**Placed standard cells**

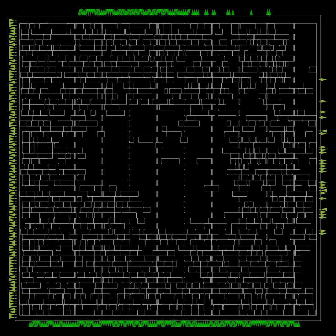
**Signal wires on met1**

Supply wires on this layer in grey.
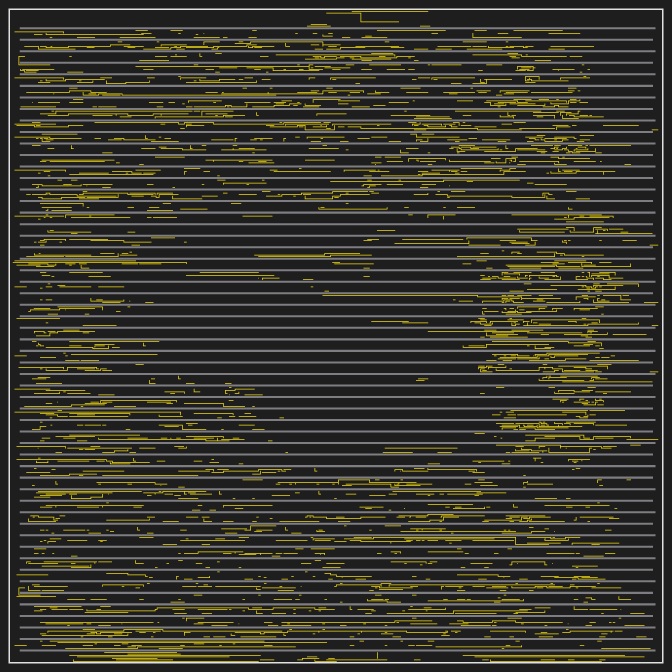
**Cell classes on the final placement**

Bar = 50 µm. Fill, decap, tap and diode cells in grey.
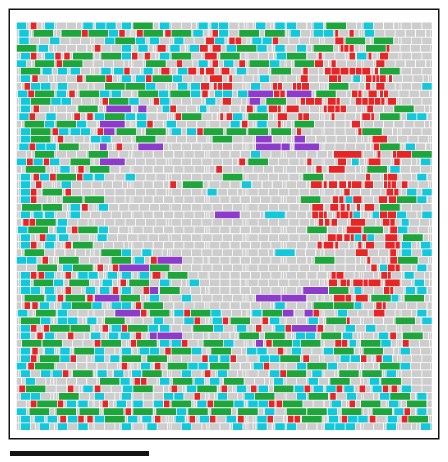
`src/rtl/id_ex_stage.sv`:
```
// rtl/id_ex_stage.sv - ID/EX pipeline register with load-use hazard detection
//
// Captures the control decoder's bits and the decode-stage operands once per
// cycle and presents them to EX. A load in EX whose destination is read by the
// instruction in decode raises stall_o for one cycle, and a bubble is loaded
// in its place. A flush squashes the decode slot and overrides any stall.
// Saturating counters track stall and flush events.
//
// Ports:
//   clk_i, rst_i                 clock, synchronous active-high reset
//   valid_i                      decode slot holds a real instruction
//   ALUOp_i .. MemtoReg_i        control bits from the decoder
//   RS1data_i .. PC_i, funct_i   decode operands
//   RS1addr_i, RS2addr_i, RDaddr_i  register indices
//   flush_i                      squash the decode-slot instruction
//   stall_o                      combinational: hold PC and IF/ID this cycle
//   *_o                          registered control and datapath to EX
//   stall_cnt_o, flush_cnt_o     saturating event counters

module id_ex_stage #(
   parameter int XLEN  = 32,
   parameter int CNT_W = 16
) (
   input  logic             clk_i,
   input  logic             rst_i,
   input  logic             valid_i,
   input  logic [1:0]       ALUOp_i,
   input  logic             ALUSrc_i,
   input  logic             Branch_i,
   input  logic             MemRead_i,
   input  logic             MemWrite_i,
   input  logic             RegWrite_i,
   input  logic             MemtoReg_i,
   input  logic [XLEN-1:0]  RS1data_i,
   input  logic [XLEN-1:0]  RS2data_i,
   input  logic [XLEN-1:0]  Imm_i,
   input  logic [XLEN-1:0]  PC_i,
   input  logic [9:0]       funct_i,
   input  logic [4:0]       RS1addr_i,
   input  logic [4:0]       RS2addr_i,
   input  logic [4:0]       RDaddr_i,
   input  logic             flush_i,
   output logic             stall_o,
   output logic             valid_o,
   output logic [1:0]       ALUOp_o,
   output logic             ALUSrc_o,
   output logic             Branch_o,
   output logic             MemRead_o,
   output logic             MemWrite_o,
   output logic             RegWrite_o,
   output logic             MemtoReg_o,
   output logic [XLEN-1:0]  RS1data_o,
   output logic [XLEN-1:0]  RS2data_o,
   output logic [XLEN-1:0]  Imm_o,
   output logic [XLEN-1:0]  PC_o,
   output logic [9:0]       funct_o,
   output logic [4:0]       RS1addr_o,
   output logic [4:0]       RS2addr_o,
   output logic [4:0]       RDaddr_o,
   output logic [CNT_W-1:0] stall_cnt_o,
   output logic [CNT_W-1:0] flush_cnt_o
);

   logic use_rs2;
   logic hz;
   logic bubble;

   // Only registered EX state and current decode inputs feed the hazard, so
   // there is no combinational path back through the decoder.
   always_comb begin
      use_rs2 = !ALUSrc_i | MemWrite_i;
      hz      = valid_i & valid_o & MemRead_o & (RDaddr_o != 5'd0) &
                ((RDaddr_o == RS1addr_i) | (use_rs2 & (RDaddr_o == RS2addr_i)));
      stall_o = hz & !flush_i;
      bubble  = flush_i | hz;
   end

   always_ff @(posedge clk_i) begin
      if (rst_i || bubble) begin
         valid_o    <= 1'b0;
         ALUOp_o    <= 2'b00;
         ALUSrc_o   <= 1'b0;
         Branch_o   <= 1'b0;
         MemRead_o  <= 1'b0;
         MemWrite_o <= 1'b0;
         RegWrite_o <= 1'b0;
         MemtoReg_o <= 1'b0;
         RS1data_o  <= '0;
         RS2data_o  <= '0;
         Imm_o      <= '0;
         PC_o       <= '0;
         funct_o    <= '0;
         RS1addr_o  <= '0;
         RS2addr_o  <= '0;
         RDaddr_o   <= '0;
      end else begin
         // Control from an empty slot is zeroed so EX never acts on it;
         // MemtoReg is masked with RegWrite because stores leave it undefined.
         valid_o    <= valid_i;
         ALUOp_o    <= valid_i ? ALUOp_i : 2'b00;
         ALUSrc_o   <= valid_i & ALUSrc_i;
         Branch_o   <= valid_i & Branch_i;
         MemRead_o  <= valid_i & MemRead_i;
         MemWrite_o <= valid_i & MemWrite_i;
         RegWrite_o <= valid_i & RegWrite_i;
         MemtoReg_o <= valid_i & RegWrite_i & MemtoReg_i;
         RS1data_o  <= RS1data_i;
         RS2data_o  <= RS2data_i;
         Imm_o      <= Imm_i;
         PC_o       <= PC_i;
         funct_o    <= funct_i;
         RS1addr_o  <= RS1addr_i;
         RS2addr_o  <= RS2addr_i;
         RDaddr_o   <= RDaddr_i;
      end
   end

   always_ff @(posedge clk_i) begin
      if (rst_i) begin
         stall_cnt_o <= '0;
         flush_cnt_o <= '0;
      end else if (flush_i) begin
         // A flush of an empty slot is not an event worth counting.
         if (valid_i && (flush_cnt_o != '1))
            flush_cnt_o <= flush_cnt_o + CNT_W'(1);
      end else if (hz) begin
         if (stall_cnt_o != '1)
            stall_cnt_o <= stall_cnt_o + CNT_W'(1);
      end
   end

endmodule

```
`config.mk`:
```
export PLATFORM = sky130hd
export DESIGN_NAME = id_ex_stage
export DESIGN_NICKNAME = d
export VERILOG_FILES = /design/src/rtl/id_ex_stage.sv
export SDC_FILE = /design/constraint.sdc
export NUM_CORES = 1
export LEC_CHECK = 0
export CORE_MARGIN = 2
export CORE_UTILIZATION = 28
export CTS_CLUSTER_DIAMETER = 80
export CTS_CLUSTER_SIZE = 28
export DETAILED_ROUTE_END_ITERATION = 8
export PLACE_DENSITY = 0.6
export SYNTH_ARGS = -nofsm -noshare
export SYNTH_HDL_FRONTEND = slang
export SYNTH_SLANG_ARGS = --single-unit
```
`constraint.sdc`:
```
create_clock -name clk_i -period 2.55 [get_ports clk_i]
set_input_delay 0.51 -clock clk_i [delete_from_list [all_inputs] [get_ports clk_i]]
set_output_delay 0.51 -clock clk_i [all_outputs]
set_load 0.02 [all_outputs]
```
==> results.sh <==
# yosys + openroad results
export IMPL_outcome="finished clean"
export IMPL_power_mw=6.57
export IMPL_logic_gates=342
export IMPL_seq_cell_power_mw=3.16
export IMPL_critPathArrivalTime_ps=1910
export IMPL_cts_tree="done"
export IMPL_synth_edff_count=0
export IMPL_post_cts_resized=6
export IMPL_holdCritPathClass="flop to flop"
export IMPL_use_met2=0.300
export IMPL_worstPathCellList="clkdlybuf4s50_1 > xor2_1 > nor4_2 > a22oi_2 > nor3_2 > buf_4"
export IMPL_worstPathMaxFanout=2
export IMPL_topCellsByArea="dfxtp_1, and2_1, nor2_1"
export IMPL_wl_per_cell_um=16.5
export IMPL_critPathLaunchType="input port"
export IMPL_r2r_cells=6
export IMPL_wl_met3_mm=1.60
export IMPL_clock_latency_ps=420
export IMPL_hold_viol=0
export IMPL_comb_area_frac=0.210
export IMPL_setup_violations_final=0
export IMPL_cts_buffers=17
export IMPL_holdPathStages=2
export IMPL_grt_antenna_before_repair=0
export IMPL_synth_seq_cells=194
export IMPL_grt_overflow=0
export IMPL_cp_required_ps=2040
export IMPL_drt_iter0_drc=168
export IMPL_power_density_nw_per_um2=603
export IMPL_peakVddDrop_v=0.000359
export IMPL_synthAoiAreaFrac=0.0410
export IMPL_synth_cells=570
export IMPL_grt_util_met3=0.0691
export IMPL_clk_path_buf_depth=2
export IMPL_lay_top_count="clkdlybuf4s50_1"
export IMPL_syn_num_nets=737
export IMPL_ioPinCount=360
export IMPL_warnings=26
export IMPL_die_area_um2=23700
export IMPL_antenna_cells=1
export IMPL_regArea_um2=3880
export IMPL_grt_start_max_net_pins=61
export IMPL_clk_share=0.0528
export IMPL_layout_nets=1107
export IMPL_portBuffers=359
export IMPL_fin_tns_setup_ps=0
export IMPL_power_internal_mw=4.97
export IMPL_critical_path_top_delay_family="buffers and inverters"
export IMPL_worst_pin_slew_ps=1020
export IMPL_buf_share=0.345
export IMPL_met1_length_mm=8.12
export IMPL_power_leader="registers"
## Picture notes: 'placed standard cells'
Seq/total area: 0.357
Layout fillers: 1,996
Final Core Density: 0.496
Rows: 54

## Picture notes: 'signal wires on met1'
main direction: horizontal
wire length on this layer: 8,120 µm
share of all routed wire: 40%
nets with wire on the layer: 978
longest straight run: 63.5 µm
GR Util met1: 0.185
vias after detailed routing: 5,187
Routed WL: 20.4 mm

## Picture notes: 'cell classes on the final placement'
[clock drivers and dummy loads] purple | cells: 30 | share of their area: 5.5%
[registers] green | cells: 194 | share of their area: 37%
[remaining logic cells] red | cells: 349 | share of their area: 22%
[remaining buffers and delay cells] cyan | cells: 378 | share of their area: 36%
Core Area: 22,000 µm²
fin area: 10,900 µm²

